`src/rtl/ov7620_capture_module.sv`:
```
// ============================================================================
// ov7620_capture_module
//
// Captures the luma stream of an OV7620 camera into the CLK domain.
// VSYNC, HREF, PCLK and the Y bus are oversampled by CLK through a
// two-flop synchronizer followed by a history flop. Edges are found by
// comparing the second synchronizer stage with the history stage. A
// three-state FSM (IDLE / FRAME / LINE) counts accepted pixels and
// completed lines.
//
// Timing: an input change first sampled at CLK edge N is seen by edge
// detection after edge N+1. The registered pulse is therefore high during
// the third cycle that starts at or after edge N, and lasts one cycle.
//
// Build option:
//   OV7620_CAPTURE_TEST_PATTERN_EN - when defined, Y_Data carries
//   Pixel_Count[7:0] ^ Line_Count[7:0] (values before increment) instead
//   of CAM_Y. Timing is identical in both builds.
//
// Parameters:
//   H_ACTIVE    pixels per line (default 640)
//   V_ACTIVE    lines per frame (default 240)
//
// Ports:
//   CLK         system clock, rising edge
//   RST         synchronous active-high reset
//   CAM_VSYNC   camera frame sync (asynchronous)
//   CAM_HREF    camera line valid (asynchronous)
//   CAM_PCLK    camera pixel clock, sampled as data (asynchronous)
//   CAM_Y       camera luma bus (asynchronous)
//   H2L_Sig_V   one-cycle pulse on VSYNC falling edge
//   L2H_Sig_V   one-cycle pulse on VSYNC rising edge
//   L2H_Sig_H   synchronized HREF level
//   L2H_Sig_P   one-cycle pulse per accepted pixel
//   Y_Data      luma of the last accepted pixel
//   Pixel_Count accepted pixels in the current line
//   Line_Count  completed lines in the current frame
//   Frame_Done  one-cycle pulse at the end of a frame
//   Overflow    sticky flag: too many pixels in a line or lines in a frame
// ============================================================================
module ov7620_capture_module #(
    parameter int H_ACTIVE = 640,
    parameter int V_ACTIVE = 240
) (
    input  logic       CLK,
    input  logic       RST,
    input  logic       CAM_VSYNC,
    input  logic       CAM_HREF,
    input  logic       CAM_PCLK,
    input  logic [7:0] CAM_Y,
    output logic       H2L_Sig_V,
    output logic       L2H_Sig_V,
    output logic       L2H_Sig_H,
    output logic       L2H_Sig_P,
    output logic [7:0] Y_Data,
    output logic [9:0] Pixel_Count,
    output logic [8:0] Line_Count,
    output logic       Frame_Done,
    output logic       Overflow
);

    typedef enum logic [1:0] {IDLE, FRAME, LINE} state_t;

    // Bit positions inside the packed control-signal synchronizer.
    localparam int CTRL_V = 2;
    localparam int CTRL_H = 1;
    localparam int CTRL_P = 0;

    localparam logic [9:0] H_MAX = 10'(H_ACTIVE);
    localparam logic [8:0] V_MAX = 9'(V_ACTIVE);

    // ------------------------------------------------------------------
    // Synchronizers: s1, s2 for metastability, s3 as edge history.
    // ------------------------------------------------------------------
    logic [2:0] ctrl_s1_reg, ctrl_s2_reg, ctrl_s3_reg;
    logic [7:0] y_s1_reg, y_s2_reg, y_s3_reg;
    logic [2:0] ctrl_rise, ctrl_fall;

    always_ff @(posedge CLK) begin
        if (RST) begin
            ctrl_s1_reg <= '0;
            ctrl_s2_reg <= '0;
            ctrl_s3_reg <= '0;
            y_s1_reg    <= '0;
            y_s2_reg    <= '0;
            y_s3_reg    <= '0;
        end else begin
            ctrl_s1_reg <= {CAM_VSYNC, CAM_HREF, CAM_PCLK};
            ctrl_s2_reg <= ctrl_s1_reg;
            ctrl_s3_reg <= ctrl_s2_reg;
            y_s1_reg    <= CAM_Y;
            y_s2_reg    <= y_s1_reg;
            y_s3_reg    <= y_s2_reg;
        end
    end

    genvar gi;
    generate
        for (gi = 0; gi < 3; gi++) begin : g_edge
            assign ctrl_rise[gi] =  ctrl_s2_reg[gi] & ~ctrl_s3_reg[gi];
            assign ctrl_fall[gi] = ~ctrl_s2_reg[gi] &  ctrl_s3_reg[gi];
        end
    endgenerate

    // ------------------------------------------------------------------
    // Luma source. CAM_Y at s3 was sampled while PCLK was still low,
    // i.e. the data the camera presented for the rising PCLK edge.
    // ------------------------------------------------------------------
    logic [9:0] pixel_count_reg, pixel_count_next;
    logic [8:0] line_count_reg, line_count_next;
    logic [7:0] y_src;

`ifdef OV7620_CAPTURE_TEST_PATTERN_EN
    assign y_src = pixel_count_reg[7:0] ^ line_count_reg[7:0];
`else
    assign y_src = y_s3_reg;
`endif

    // ------------------------------------------------------------------
    // Capture FSM
    // ------------------------------------------------------------------
    state_t     state_reg, state_next;
    logic [7:0] y_data_reg, y_data_next;
    logic       overflow_reg, overflow_next;
    logic       pixel_pulse_reg, pixel_pulse_next;
    logic       frame_done_reg, frame_done_next;
    logic       h2l_v_reg, l2h_v_reg;

    always_ff @(posedge CLK) begin
        if (RST) begin
            state_reg       <= IDLE;
            pixel_count_reg <= '0;
            line_count_reg  <= '0;
            y_data_reg      <= '0;
            overflow_reg    <= 1'b0;
            pixel_pulse_reg <= 1'b0;
            frame_done_reg  <= 1'b0;
            h2l_v_reg       <= 1'b0;
            l2h_v_reg       <= 1'b0;
        end else begin
            state_reg       <= state_next;
            pixel_count_reg <= pixel_count_next;
            line_count_reg  <= line_count_next;
            y_data_reg      <= y_data_next;
            overflow_reg    <= overflow_next;
            pixel_pulse_reg <= pixel_pulse_next;
            frame_done_reg  <= frame_done_next;
            // VSYNC pulses are reported in every state, IDLE included.
            h2l_v_reg       <= ctrl_fall[CTRL_V];
            l2h_v_reg       <= ctrl_rise[CTRL_V];
        end
    end

    always_comb begin
        state_next       = state_reg;
        pixel_count_next = pixel_count_reg;
        line_count_next  = line_count_reg;
        y_data_next      = y_data_reg;
        overflow_next    = overflow_reg;
        pixel_pulse_next = 1'b0;
        frame_done_next  = 1'b0;

        // VSYNC edges take priority: a coincident PCLK or HREF edge is dropped.
        if (ctrl_fall[CTRL_V]) begin
            state_next       = FRAME;
            pixel_count_next = '0;
            line_count_next  = '0;
            overflow_next    = 1'b0;
        end else if (ctrl_rise[CTRL_V]) begin
            // Line_Count is left untouched so it can be read after the frame.
            if (state_reg != IDLE) begin
                frame_done_next = 1'b1;
            end
            state_next = IDLE;
        end else begin
            case (state_reg)
                FRAME: begin
                    if (ctrl_rise[CTRL_H]) begin
                        pixel_count_next = '0;
                        state_next       = LINE;
                    end
                end
                LINE: begin
                    if (ctrl_fall[CTRL_H]) begin
                        // Empty lines (no accepted pixel) are not counted.
                        if (pixel_count_reg != '0) begin
                            if (line_count_reg == V_MAX) begin
                                overflow_next = 1'b1;
                            end else begin
                                line_count_next = line_count_reg + 9'd1;
                            end
                        end
                        state_next = FRAME;
                    end else if (ctrl_rise[CTRL_P]) begin
                        if (pixel_count_reg == H_MAX) begin
                            overflow_next = 1'b1;
                        end else begin
                            pixel_count_next = pixel_count_reg + 10'd1;
                            y_data_next      = y_src;
                            pixel_pulse_next = 1'b1;
                        end
                    end
                end
                default: begin
                end
            endcase
        end
    end

    assign H2L_Sig_V   = h2l_v_reg;
    assign L2H_Sig_V   = l2h_v_reg;
    assign L2H_Sig_H   = ctrl_s3_reg[CTRL_H];
    assign L2H_Sig_P   = pixel_pulse_reg;
    assign Y_Data      = y_data_reg;
    assign Pixel_Count = pixel_count_reg;
    assign Line_Count  = line_count_reg;
    assign Frame_Done  = frame_done_reg;
    assign Overflow    = overflow_reg;

endmodule
```
`config.mk`:
```
export PLATFORM = sky130hd
export DESIGN_NAME = ov7620_capture_module
export DESIGN_NICKNAME = d
export VERILOG_FILES = /design/src/rtl/ov7620_capture_module.sv
export SDC_FILE = /design/constraint.sdc
export NUM_CORES = 1
export LEC_CHECK = 0
export CAP_MARGIN = 20
export CORE_MARGIN = 2
export CORE_UTILIZATION = 50
export CTS_CLUSTER_DIAMETER = 200
export DETAILED_ROUTE_END_ITERATION = 10
export PLACE_DENSITY = 0.76
export SLEW_MARGIN = 10
export SYNTH_ARGS = -nofsm -noshare
export SYNTH_HDL_FRONTEND = slang
export SYNTH_SLANG_ARGS = --single-unit
```
`constraint.sdc`:
```
create_clock -name CLK -period 2.7 [get_ports CLK]
set_clock_uncertainty 0.15 [all_clocks]
set_input_delay 0.27 -clock CLK [delete_from_list [all_inputs] [get_ports CLK]]
set_output_delay 0.27 -clock CLK [all_outputs]
set_load 0.01 [all_outputs]
```
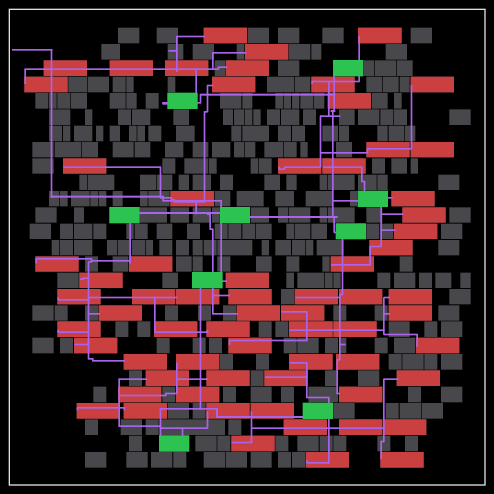
clk_routes.png
(6 px per um)
[purple] clock wires | length: 814 um
[green] clock drivers | count: 9
[red] flip-flops | count: 67
flops lie: spread over the die
clock latency on the worst-skew pair: 340 ps
Clk pwr share: 42.1%
Clk. pwr: 0.000840 W

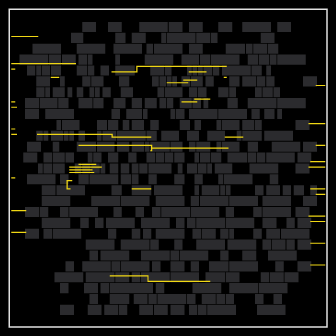
layer_met3.png
(4 px per um)
nets with wire on the layer: 32
main direction: horizontal
wire length on this layer: 251 um
share of all routed wire: 4.5%

==> reports/metrics.cfg <==
[run_status]
status = complete, no violations

[power_and_ir_drop]
pwr-share-comb_pct = 6.8

[yosys]
edf_count = 0
ys_ff = 67
topCellsByArea = dfxtp_1, nor2b_1, nand2b_1
ys_top_cells_by_count = dfxtp_1, nor2b_1, nand2b_1

[global_routing]
grt_max_degree = 55
grt_antenna_before_repair = 0

[layout]
sh_comb_area_pct = 37.91
nets = 367
largest_reg_flops = 10
comb_cells = 197
fillers = 476
seqAreaFraction_pct = 37.84

[run]
max-cap-violations = 0

[route]
drt-pass1-iter-count = 4
wl_per_cell_um = 13.36

[setup_path]
worst_ep_arrival_time_ps = 2490
r2r_start = Pixel_Count[0]$_SDFFE_PP0P_
critPathSlowestCell = or4b_1
worstSetupEndpoint = L2H_Sig_P$_SDFF_PP0_

[placement]
place_area_um2 = 3341

[clock_tree]
cts_tree = yes
cts_buffers = 9

[floorplan]
n_tap_cell = 72

[sta]
tightest_slew_ps = 752.2
setup_tns_ps = 0

[hold_path]
hold_class = primary input to flop

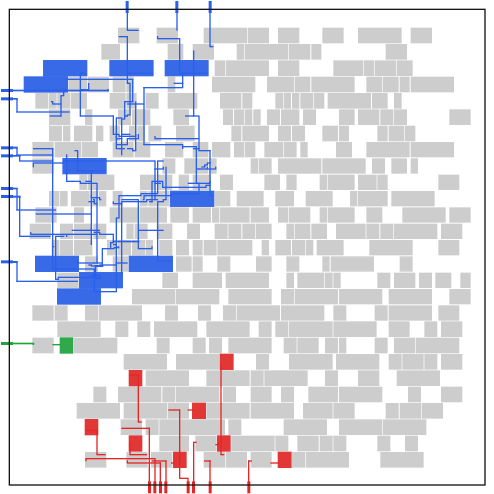
io_fan.png
(6 px per um)
| color | port | bits | direction | edge | end cells | buffers | wire |
|---|---|---|---|---|---|---|---|
| red | CAM_Y | 8 | input | bottom | 8 | 8 | 116 um |
| green | CAM_HREF | 1 | input | left | 1 | 1 | 5.00 um |
| blue | Pixel_Count | 10 | output | 7 left, 3 top | 10 | 11 | 606 um |
Ports: 46
IO buf count: 45

## worst reg2reg max path, stage by stage, from the launching register on
cell and delay [ps]:
dfxtp_1 380, inv_1 80, ha_1 130, or4b_1 580, or3_1 450, nor4bb_2 190, buf_4 190, nor2b_1 140
## cell usage in the layout (no fill, tap or decap), types with 3 or more instances in the layout
cell / n
dfxtp_1: 67
clkdlybuf4s50_1: 44
nor2b_1: 37
nand2b_1: 21
inv_1: 18
nand2_1: 12
a21oi_1: 11
clkbuf_8: 10
ha_1: 9
nor2_1: 8
nand4_1: 8
mux2i_1: 8
nand3_1: 7
or4_1: 7
o31ai_1: 7
o21ai_0: 7
buf_4: 7
or3_1: 6
nor4_1: 6
o21a_1: 5
o41ai_1: 5
o22ai_1: 5
or2_2: 3
Power is estimated from default activity; no workload was simulated.
